### src/rtl/core_run_ctrl_pkg.sv
// Shared definitions for the core run controller: FSM state encoding,
// button-pulse bit positions (button parser WIDTH=4 mapping) and a sizing helper.
package core_run_ctrl_pkg;

  typedef enum logic [1:0] {
    HALT = 2'd0,
    RUN  = 2'd1,
    STEP = 2'd2,
    SRST = 2'd3
  } run_state_e;

  localparam int BTN_WIDTH = 4;
  localparam int BTN_RUN   = 0;
  localparam int BTN_STEP  = 1;
  localparam int BTN_SRST  = 2;
  localparam int BTN_CLR   = 3;

  function automatic int max_int(input int a, input int b);
    return (a > b) ? a : b;
  endfunction

endpackage

### src/rtl/core_run_ctrl_window_timer.sv
// Loadable down-counter shared by the single-step and soft-reset windows;
// done is high whenever the count has reached zero.
module window_timer #(
  parameter int WIDTH = 5
) (
  input  logic             clk,
  input  logic             rst_n,
  input  logic             load,
  input  logic [WIDTH-1:0] load_val,
  output logic             done
);

  logic [WIDTH-1:0] count;

  // NOTE: sequential state uses non-blocking assignments so every flop
  // samples pre-edge values regardless of block evaluation order.
  always_ff @(posedge clk or negedge rst_n) begin
    if (!rst_n) begin
      count <= '0;
    end else if (load) begin
      count <= load_val;
    end else if (count != '0) begin
      count <= count - 1'b1;
    end
  end

  assign done = (count == '0);

endmodule

### src/rtl/core_run_ctrl.sv
// Run/halt/single-step/soft-reset controller for the RISC-V core, driven by
// one-cycle button event pulses. All outputs are registered.
module core_run_ctrl
  import core_run_ctrl_pkg::*;
#(
  parameter int RST_PULSE_CYCLES = 16,
  parameter int STEP_CYCLES      = 1,
  parameter int STEP_CNT_WIDTH   = 16,
  parameter bit RUN_ON_RESET     = 1'b0
) (
  input  logic                      clk,
  input  logic                      rst_n,
  input  logic [BTN_WIDTH-1:0]      btn_pulse,
  output logic                      core_clk_en,
  output logic                      core_soft_rst,
  output logic                      halted,
  output logic [STEP_CNT_WIDTH-1:0] step_count,
  output logic [1:0]                state
);

  localparam int TIMER_W = $clog2(max_int(RST_PULSE_CYCLES, STEP_CYCLES) + 1);
  localparam logic [TIMER_W-1:0] RST_LOAD  = TIMER_W'(RST_PULSE_CYCLES - 1);
  localparam logic [TIMER_W-1:0] STEP_LOAD = TIMER_W'(STEP_CYCLES - 1);
  localparam run_state_e RESET_STATE = RUN_ON_RESET ? RUN : HALT;

  run_state_e       state_q;
  run_state_e       state_nxt;
  logic             timer_load;
  logic [TIMER_W-1:0] timer_val;
  logic             timer_done;
  logic             step_inc;
  logic             cnt_clr;

  logic req_run, req_step, req_srst;
  assign req_run  = btn_pulse[BTN_RUN];
  assign req_step = btn_pulse[BTN_STEP];
  assign req_srst = btn_pulse[BTN_SRST];

  // Soft reset outranks run/halt, which outranks single step. Pulses that a
  // state does not act on are simply dropped.
  always_comb begin
    // NOTE: every signal gets a default before the case so no path leaves
    // one unassigned, which would otherwise infer a latch.
    state_nxt  = state_q;
    timer_load = 1'b0;
    timer_val  = RST_LOAD;
    step_inc   = 1'b0;
    unique case (state_q)
      HALT: begin
        if (req_srst) begin
          state_nxt  = SRST;
          timer_load = 1'b1;
        end else if (req_run) begin
          state_nxt = RUN;
        end else if (req_step) begin
          state_nxt  = STEP;
          timer_load = 1'b1;
          timer_val  = STEP_LOAD;
          step_inc   = 1'b1;
        end
      end
      RUN: begin
        if (req_srst) begin
          state_nxt  = SRST;
          timer_load = 1'b1;
        end else if (req_run) begin
          state_nxt = HALT;
        end
      end
      STEP: begin
        if (req_srst) begin
          state_nxt  = SRST;
          timer_load = 1'b1;
        end else if (timer_done) begin
          state_nxt = HALT;
        end
      end
      SRST: begin
        // A repeated request restarts the full reset window from this pulse.
        if (req_srst) begin
          timer_load = 1'b1;
        end else if (timer_done) begin
          state_nxt = HALT;
        end
      end
      default: state_nxt = HALT;
    endcase
  end

  // Clear wins over a coincident step increment; the step itself still runs.
  assign cnt_clr = btn_pulse[BTN_CLR] || (state_nxt == SRST);

  window_timer #(
    .WIDTH(TIMER_W)
  ) u_window_timer (
    .clk      (clk),
    .rst_n    (rst_n),
    .load     (timer_load),
    .load_val (timer_val),
    .done     (timer_done)
  );

  always_ff @(posedge clk or negedge rst_n) begin
    if (!rst_n) begin
      state_q       <= RESET_STATE;
      core_clk_en   <= RUN_ON_RESET;
      core_soft_rst <= 1'b0;
      halted        <= !RUN_ON_RESET;
      step_count    <= '0;
    end else begin
      state_q       <= state_nxt;
      core_clk_en   <= (state_nxt == RUN) || (state_nxt == STEP);
      core_soft_rst <= (state_nxt == SRST);
      halted        <= (state_nxt == HALT);
      if (cnt_clr) begin
        step_count <= '0;
      end else if (step_inc) begin
        step_count <= step_count + 1'b1;
      end
    end
  end

  assign state = state_q;

endmodule

### config.mk
export PLATFORM = sky130hd
export DESIGN_NAME = core_run_ctrl
export DESIGN_NICKNAME = d
export VERILOG_FILES = /design/src/rtl/core_run_ctrl_pkg.sv /design/src/rtl/core_run_ctrl_window_timer.sv /design/src/rtl/core_run_ctrl.sv
export SDC_FILE = /design/constraint.sdc
export NUM_CORES = 1
export LEC_CHECK = 0
export ABC_AREA = 1
export CAP_MARGIN = 0
export CORE_ASPECT_RATIO = 1.2
export CORE_MARGIN = 1.5
export CORE_UTILIZATION = 56
export CTS_BUF_LIST = sky130_fd_sc_hd__clkbuf_16
export CTS_CLUSTER_DIAMETER = 80
export DETAILED_ROUTE_END_ITERATION = 6
export GPL_TIMING_DRIVEN = 0
export PLACE_DENSITY = 0.95
export SYNTH_ARGS = -nofsm -noshare
export SYNTH_HDL_FRONTEND = slang
export SYNTH_SLANG_ARGS = --single-unit
### constraint.sdc
create_clock -name clk -period 3.95 [get_ports clk]
set_input_delay 0.79 -clock clk [delete_from_list [all_inputs] [get_ports clk]]
set_output_delay 0.79 -clock clk [all_outputs]
set_load 0.05 [all_outputs]
==> flow_summary.yaml, run 1 <==
# flow metrics
outcome:
  outcome: "completed"
worst_setup_path:
  cp_data_arrival_time_ns: 3.04
  critPathMostFrequentCell: "nand2_1"
  path_max_fanout: 10
  path_cells: "clkdlybuf4s50_1 -> nor2_2 -> nand2_1 -> nand2_1 -> a21oi_1 -> inv_1 -> ha_1 -> nor2_2 -> buf_2 -> nand2_1 -> nor2_1"
  slowest_delay_ns: 0.56
  slowest_stage: "clkdlybuf4s50_1"
  cp-end-kind: "flip-flop"
  crit_start: "btn_pulse[0]"
power:
  seqPwrFrac_pct: 52.1
  p_comb_share_pct: 4.9
  p_sw_share_pct: 20.51
  power.switching_uw: 107.0
  pwr_density_cell_nw_per_um2: 278.8
  peakVddDrop_uv: 269.4
  p_leak_nw: 0.8365
job:
  maxCapViolCount: 0
  warnings: 28
final_timing:
  hold_violations: 0
  skew_ns: 0.005130
  drv_slew: 0
  maxSlewHeadroom_pct: 26.04
placed_design:
  port_buffers: 26
  gp_congestion: 0.8523
cts:
  clk_path_buf_depth: 2
  cts_buffers: 3
  cts_hold_buf: 0
  insertion_delay_ns: 0.26
  root_buffer: "clkbuf_16"
min_path:
  hp-class: "reg2reg"
synthesis:
  ys_warn_count: 0
  yosys_register_bits: 26
  ys_seq_share_pct: 43.71
  synth_cell_types: 29
cells_and_area:
  utilization_pct: 74.06
  fin_cells: 249
floorplan:
  pin_count: 27
global_routing:
  grt_start_max_net_pins: 27
-- run 1: cell usage after synthesis (all sizes together) --
library cell and n:
nand4 5, inv 25, xor2 1, o21bai 1, nand2 50, nor2 33
dfstp 1, nor3 3, dfrtp 25, a21oi 10, o21a 1, buf 1
nand3 9, xnor2 3, a31oi 1, ha 5, o21ai 9, o211ai 1
nand3b 2
-- run 1: metrics by stage --
step           worst slack (ns)  cell area, um2  power (mW)
4_1_cts                   1.096            1872      0.5265
5_1_grt                  0.8521            1872      0.5422
3_5_place_dp             0.8692            1793      0.3026
6_report                  1.093            1872      0.5219
3_3_place_gp             0.9121            1793      0.3012
2_1_floorplan             1.747            1491      0.2881
-- run 1: cell families (layout without fill, tap and decap cells) --
| kind of cell | after synthesis | count (layout) | synth area share, % |
|---|---|---|---|
| and+or+nand+nor | 102 | 102 | 34.56 |
| DFF | 26 | 26 | 43.71 |
| buffers and inverters | 26 | 56 | 6.627 |
| AOI/OAI and AO/OA | 23 | 23 | 8.558 |
| adders and majority gates | 5 | 5 | 4.195 |
| xor gates and xnor gates | 4 | 4 | 2.349 |
-- run 1: path summary, 6_finish.rpt --
| path | end | slack, ns | cells past startpoint |
|---|---|---|---|
| worst max-delay path | step_count[9] | 1.09 | 11 |
| worst min-delay path | u_window_timer.count[0] | 0.54 | 2 |
| worst max register to register | step_count[9] | 1.59 | 10 |
| worst min register to register | u_window_timer.count[0] | 0.54 | 2 |
| max in group asynchronous | step_count[6] | 2.16 | 1 |
| min in group asynchronous | step_count[11] | 1.13 | 1 |
-- run 1: area by class of cell --
| type | count | area share, % |
|---|---|---|
| Multi-Input combinational cell | 134 | 39.57 |
| Inverter | 25 | 5.013 |
| Buffer | 1 | 0.2674 |
| Clock inverter | 1 | 0.2005 |
| Timing Repair Buffer | 26 | 13.90 |
| Clock buffer | 3 | 4.011 |
| Tap cell | 33 | 2.206 |
| Sequential cell | 26 | 34.83 |
-- run 1: tightest hold or removal path: cells and delay by family, from the launching register on --
| family | cells | cell delay, ns |
|---|---|---|
| simple gates | 1 | 0.06 |
| flops | 1 | 0.37 |
| compound gates | 1 | 0.07 |
-- run 1: flip-flops by register name (all words and copies together), names as in the netlist --
| signal | count |
|---|---|
| step_count | 16 |
| u_window_timer.count | 5 |
| state | 2 |
| core_clk_en | 1 |
| core_soft_rst | 1 |
| halted | 1 |
-- run 1: power by group through the flow --
stage | logic [mW] | clock network, mW | registers, mW
6_report | 0.0255 | 0.225 | 0.272
5_1_grt | 0.0290 | 0.241 | 0.272
4_1_cts | 0.0263 | 0.229 | 0.272
3_5_place_dp | 0.0261 | 0 | 0.276
3_3_place_gp | 0.0248 | 0 | 0.276
2_1_floorplan | 0.0116 | 0 | 0.277
-- run 1: routing by layer --
layer  part of all wire, %  GRT usage, %
met1                    41         30.53
met2                    52         44.74
met3                   3.9         2.020
met4                   2.3         12.70
met5                     0             0
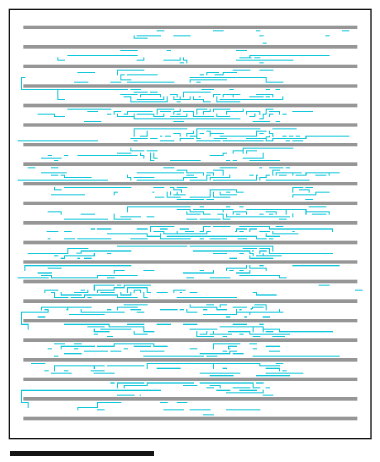
**Above:** run 1 (the metal 1 layer).
Scale bar: 20 um. Supply wires on this layer in grey.
share of all routed wire: 41%
nets with wire on the layer: 203
main direction: horizontal
longest straight run: 19.3 um
wire length on this layer: 1,320 um

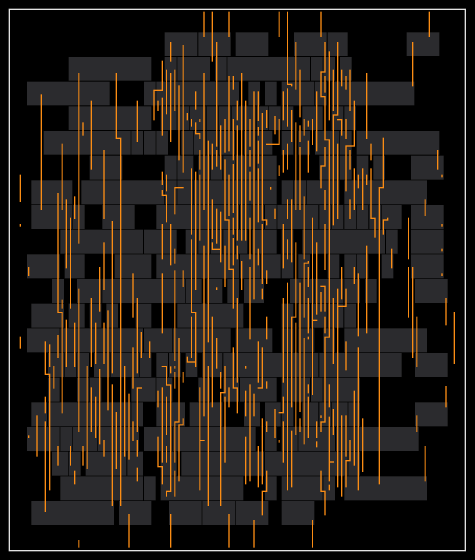
**Above:** run 1 (the metal 2 layer).
wire length on this layer: 1,670 um
longest straight run: 40.5 um
nets with wire on the layer: 193
main direction: vertical
share of all routed wire: 52%

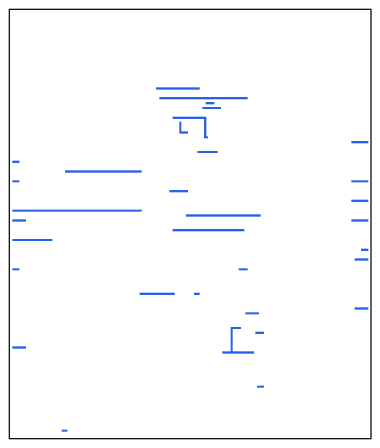
**Above:** run 1 (met3 routing).
nets with wire on the layer: 28
main direction: horizontal
share of all routed wire: 3.9%

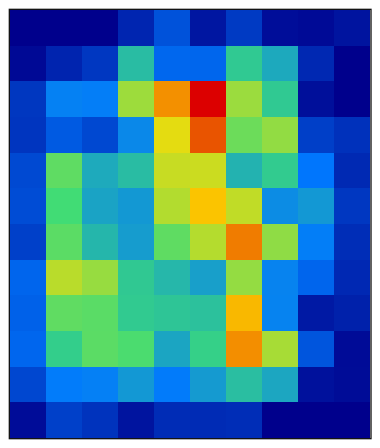
**Above:** run 1 (wiring heat map).
10 x 12 tiles, from dark blue (low) to red (high), scaled to the fullest tile. Values are wire area over tile area, all layers added.
densest ninth of the die: centre
nearly empty tiles: 7.5%
tiles over half the peak: 25%
Post-Route WL: 3191 um
GR Util All Layers: 25.16%
Vias: 1,342
Avg WL per Cell: 12.82 um

==> run 1 -> run 2 <==
Settings changed: CORE_UTILIZATION 56 to 52, PLACE_DENSITY 0.95 to 0.9.
Clock period 3.95 ns to 2.71 ns, I/O delays scaled along.
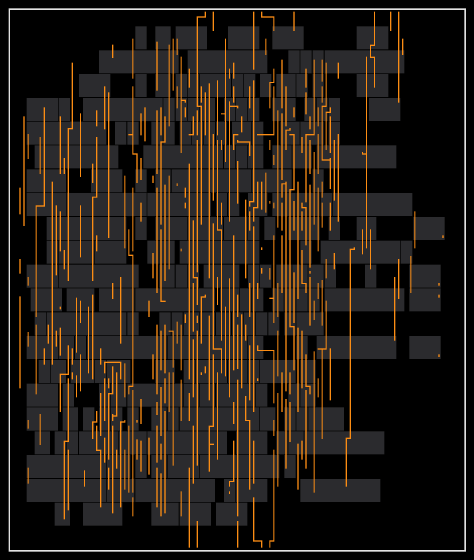
**Above:** run 2 (the metal 2 layer).
longest straight run: 24.5 um
main direction: vertical
nets with wire on the layer: 193
wire length on this layer: 1,690 um

==> run 2 against run 1 <==
Compared with the run above: clock-buffer cell count unchanged; register-to-register slack worse by 1.1 ns; critical endpoint is now step_count[12]; cell area rose by 0.33%; area after synthesis is the same; first-iteration DRC count shrank 38%.
==> flow_summary.yaml, run 2 <==
# flow metrics
outcome:
  outcome: "completed"
min_path:
  hp-class: "reg2reg"
power:
  pwr_density_cell_nw_per_um2: 408.6
  fin_total_pwr_uw: 767.3
  p_comb_share_pct: 4.9
  power.switching_uw: 162.5
  seqPwrFrac_pct: 51.6
  p_leak_nw: 0.8367
  peakVddDrop_uv: 347.9
  p_sw_share_pct: 21.18
synthesis:
  synth_cell_types: 29
  yosysChipArea_um2: 1491
  ys_seq_share_pct: 43.71
  yosys_register_bits: 26
  ys_warn_count: 0
  common_cells: "nand2_1, dfrtp_1, nor2_1"
  synthArstFlopShare_pct: 100.0
  ys.flop_type: "dfrtp_1"
  most_common_cell: "nand2_1"
placed_design:
  postPlaceCellArea_um2: 1794
  port_buffers: 26
  place_ws_ns: -0.1136
  gp_congestion: 0.8504
cells_and_area:
  largest_register: "step_count"
  utilization_pct: 68.07
  largest_register_ff_count: 16
  design_area_um2: 1878
  antenna_cells: 0
  fin_nets: 228
final_timing:
  maxSlewHeadroom_pct: 24.39
  hold_violations: 0
  drv_slew: 0
worst_setup_path:
  path_max_fanout: 10
  cp-end-kind: "flip-flop"
  cp_data_arrival_time_ns: 2.68
cts:
  cts_hold_buf: 0
  root_buffer: "clkbuf_16"
  cts_setup_buffers: 0
  insertion_delay_ns: 0.26
  cts_buffers: 3
floorplan:
  pin_count: 27
  coreArea_um2: 2759
job:
  maxCapViolCount: 0
  warnings: 28
global_routing:
  grt_usage_pct: 23.37
  grt_start_max_net_pins: 27
drt:
  vias: 1340
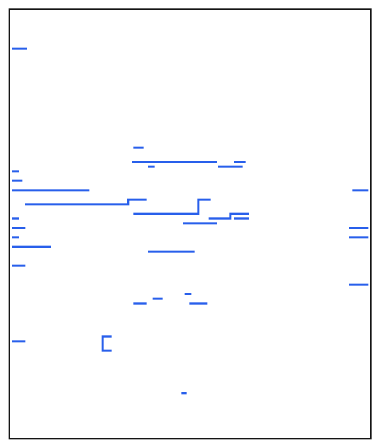
**Above:** run 2 (met3 routing).
wire length on this layer: 114 um
longest straight run: 14.7 um

## run 2: routing by layer
layer	global-route usage, %	share of wire [%]
met1	28.64	42
met2	39.96	52
met3	3.155	3.5
met4	12.78	2.4
met5	0	0
## run 2: final timing paths
path | from | end | slack, ns | cells after the start
max | btn_pulse[0] | step_count[12] | 0.23 | 11
min | u_window_timer.count[0] | u_window_timer.count[0] | 0.53 | 2
max reg2reg | u_window_timer.count[0] | step_count[12] | 0.50 | 10
min reg2reg | u_window_timer.count[0] | u_window_timer.count[0] | 0.53 | 2
max in group asynchronous | rst_n | step_count[1] | 1.15 | 1
min in group asynchronous | rst_n | step_count[9] | 0.89 | 1
## run 2: kinds of logic (layout without fill, tap and decap cells)
group | count (synthesis) | in the layout | synth area share, %
AND-OR/OR-AND | 23 | 23 | 8.558
XOR/XNOR | 4 | 4 | 2.349
adder cells (fa/ha/maj) | 5 | 5 | 4.195
buffers and inverters | 26 | 56 | 6.627
flip-flops | 26 | 26 | 43.71
AND/OR/NAND/NOR | 102 | 102 | 34.56
## run 2: worst max-delay path, cell delays in order
cell and delay [ns]:
clkdlybuf4s50_1 0.54, nor2_2 0.08, nand2_1 0.14, nand2_1 0.11
a21oi_1 0.20, inv_1 0.09, ha_1 0.24, nor2_4 0.24
buf_2 0.28, nand4_1 0.13, nand2_1 0.08
## run 2: final cells by class
type | instances | share of cell area, %
plain buffers | 1 | 0.2665
clock buffers | 3 | 3.997
clock inverters | 1 | 0.1999
inverters | 25 | 4.997
multi-input cells | 134 | 39.71
flip-flops and latches | 26 | 34.71
well taps | 34 | 2.265
repair buffers | 26 | 13.86
## run 2: repair_timing
item,CTS,global route
endpoints found under the hold margin,0,0
gates resized,0,1
endpoints found under the setup margin,0,10
## run 2: power by group through the flow
stage / clock, mW / sequential [mW] / combinational [mW]
detailed placement: 0 / 0.403 / 0.0378
CTS: 0.332 / 0.396 / 0.0381
global route: 0.353 / 0.396 / 0.0425
floorplan: 0 / 0.403 / 0.0169
finish: 0.333 / 0.396 / 0.0378
global placement: 0 / 0.403 / 0.0365
## run 2: stage by stage
stage          cells  TNS (ns)
6_report         250         0
3_5_place_dp     246   -0.9938
5_1_grt          250         0
4_1_cts          250         0
3_3_place_gp     246   -0.7327
2_1_floorplan    186         0
==> run 2 -> run 3 <==
Clock period 2.71 ns to 2.6 ns, I/O delays scaled along.
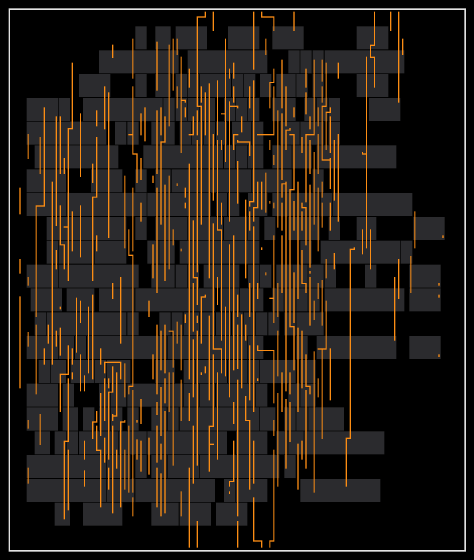
**Above:** run 3 (the metal 2 layer).
main direction: vertical
share of all routed wire: 52%
wire length on this layer: 1,690 um
Vias: 1,338
Post-Route WL: 3252 um

==> run 3 against run 2 <==
Compared with the run above: die area did not move; register-to-register slack worse by 0.06 ns; setup slack worse by 0.038 ns; cell count did not move; hold slack got worse by 0.0013 ns; critical path depth unchanged; largest cell class unchanged; largest power group unchanged.
==> flow_summary.yaml, run 3 <==
# flow metrics
outcome:
  outcome: "completed"
worst_setup_path:
  slowest_delay_ns: 0.54
  cp-end-kind: "flip-flop"
  r2r_end: "step_count[12]"
  cp.depth: 11
  slowest_stage: "clkdlybuf4s50_1"
  cp_data_arrival_time_ns: 2.61
  reg2reg_slack_ns: 0.44
  critPathTopFamily: "buffers and inverters"
power:
  pwr_density_cell_nw_per_um2: 425.1
  p_sw_share_pct: 21.14
synthesis:
  synth_cell_types: 29
  most_common_cell: "nand2_1"
  adder_share_pct: 4.195
  common_cells: "nand2_1, dfrtp_1, nor2_1"
  yosysChipArea_um2: 1491
placed_design:
  place_ws_ns: -0.2016
  place_inst: 246
  gp_congestion: 0.8504
  postPlaceCellArea_um2: 1794
floorplan:
  coreArea_um2: 2759
global_routing:
  grt_usage_pct: 23.37
cells_and_area:
  largest_register: "step_count"
  largest_register_ff_count: 16
final_timing:
  tns_ns: 0
cts:
  root_buffer: "clkbuf_16"
  insertion_delay_ns: 0.26
drt:
  wl_met2_um: 1692
  wl_met3_um: 112
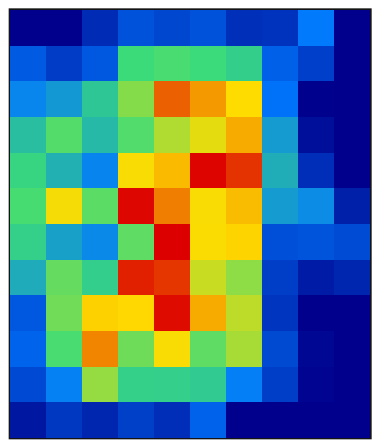
**Above:** run 3 (wiring heat map).
10 x 12 tiles, from dark blue (low) to red (high), scaled to the fullest tile. Values are wire area over tile area, all layers added.
nearly empty tiles: 15%
mean over tiles: 0.16
emptiest ninth of the die: south-east
tiles over half the peak: 36%
densest ninth of the die: centre
fullest tile: 0.42

-- run 3: cell types whose count changed in the layout (fill, tap and decap cells not counted), sizes merged --
cell,change
buf,-1
clkbuf,+1
-- run 3: routing by layer --
layer  GRT usage (%)  up-vias
met5               0        -
met4           12.78        0
met3           3.155        9
met2           39.96       37
met1           28.64      637
li1                -      655
-- run 3: through the flow --
stage / power, mW / utilization (%)
after floorplan: 0.4377 / -
after global placement: 0.4581 / 65.03
after detailed placement: 0.4595 / 65.03
after CTS: 0.7984 / 67.89
after global routing: 0.8254 / 68.16
final: 0.7994 / 68.16
-- run 3: power groups by stage --
| stage | sequential (mW) | clock, mW | combinational, mW |
|---|---|---|---|
| final | 0.413 | 0.347 | 0.0393 |
| after global routing | 0.413 | 0.368 | 0.0442 |
| after CTS | 0.413 | 0.346 | 0.0397 |
| after detailed placement | 0.420 | 0 | 0.0394 |
| after global placement | 0.420 | 0 | 0.0380 |
| after floorplan | 0.420 | 0 | 0.0176 |
-- run 3: worst min-delay path by stage --
stage,startpoint,endpoint,cells past startpoint
2_1_floorplan,rst_n,core_clk_en,0
3_3_place_gp,u_window_timer.count[0],u_window_timer.count[0],2
3_5_place_dp,u_window_timer.count[0],u_window_timer.count[0],2
4_1_cts,u_window_timer.count[0],u_window_timer.count[0],2
5_1_grt,u_window_timer.count[0],u_window_timer.count[0],2
6_report,u_window_timer.count[0],u_window_timer.count[0],2
-- run 3: cell type report --
| cell class | instances | share of cell area, % |
|---|---|---|
| Timing Repair Buffer | 26 | 13.84 |
| Clock buffer | 3 | 3.992 |
| Clock inverter | 1 | 0.1996 |
| Sequential cell | 26 | 34.66 |
| Inverter | 25 | 4.990 |
| Buffer | 1 | 0.3992 |
| Tap cell | 34 | 2.262 |
| Multi-Input combinational cell | 134 | 39.65 |
-- run 3: cell families (layout without fill, tap and decap cells) --
logic type | after synthesis | after routing
AOI/OAI and AO/OA | 23 | 23
xor gates and xnor gates | 4 | 4
adders and majority gates | 5 | 5
buffers and inverters | 26 | 56
DFF | 26 | 26
and+or+nand+nor | 102 | 102
-- run 3: repair_timing --
item / CTS / global route
hold buffers: 0 / 0
buffers inserted: 0 / 0
setup endpoints to repair: 0 / 11
gates resized: 0 / 2
-- run 3: worst min-delay path, delay by kind of cell, from the launching register on --
kind / cells / cell delay (ns)
flops: 1 / 0.38
simple gates: 1 / 0.06
compound gates: 1 / 0.06

==> notes/layouts.md <==
Pictures saved along the way, in no particular order.

Routing congestion map.
image #1
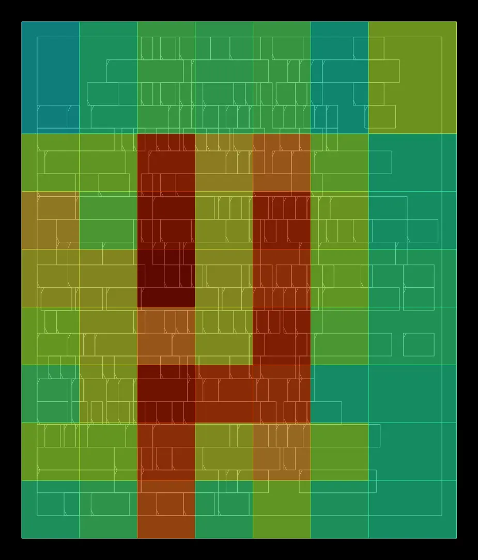
image #2
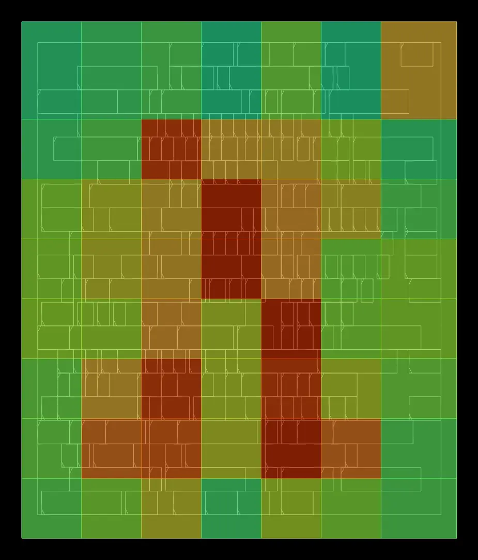
For run 2, see image #1.
For run 1, see image #2.

No activity file was given, so power comes from the tool's default toggle rates.
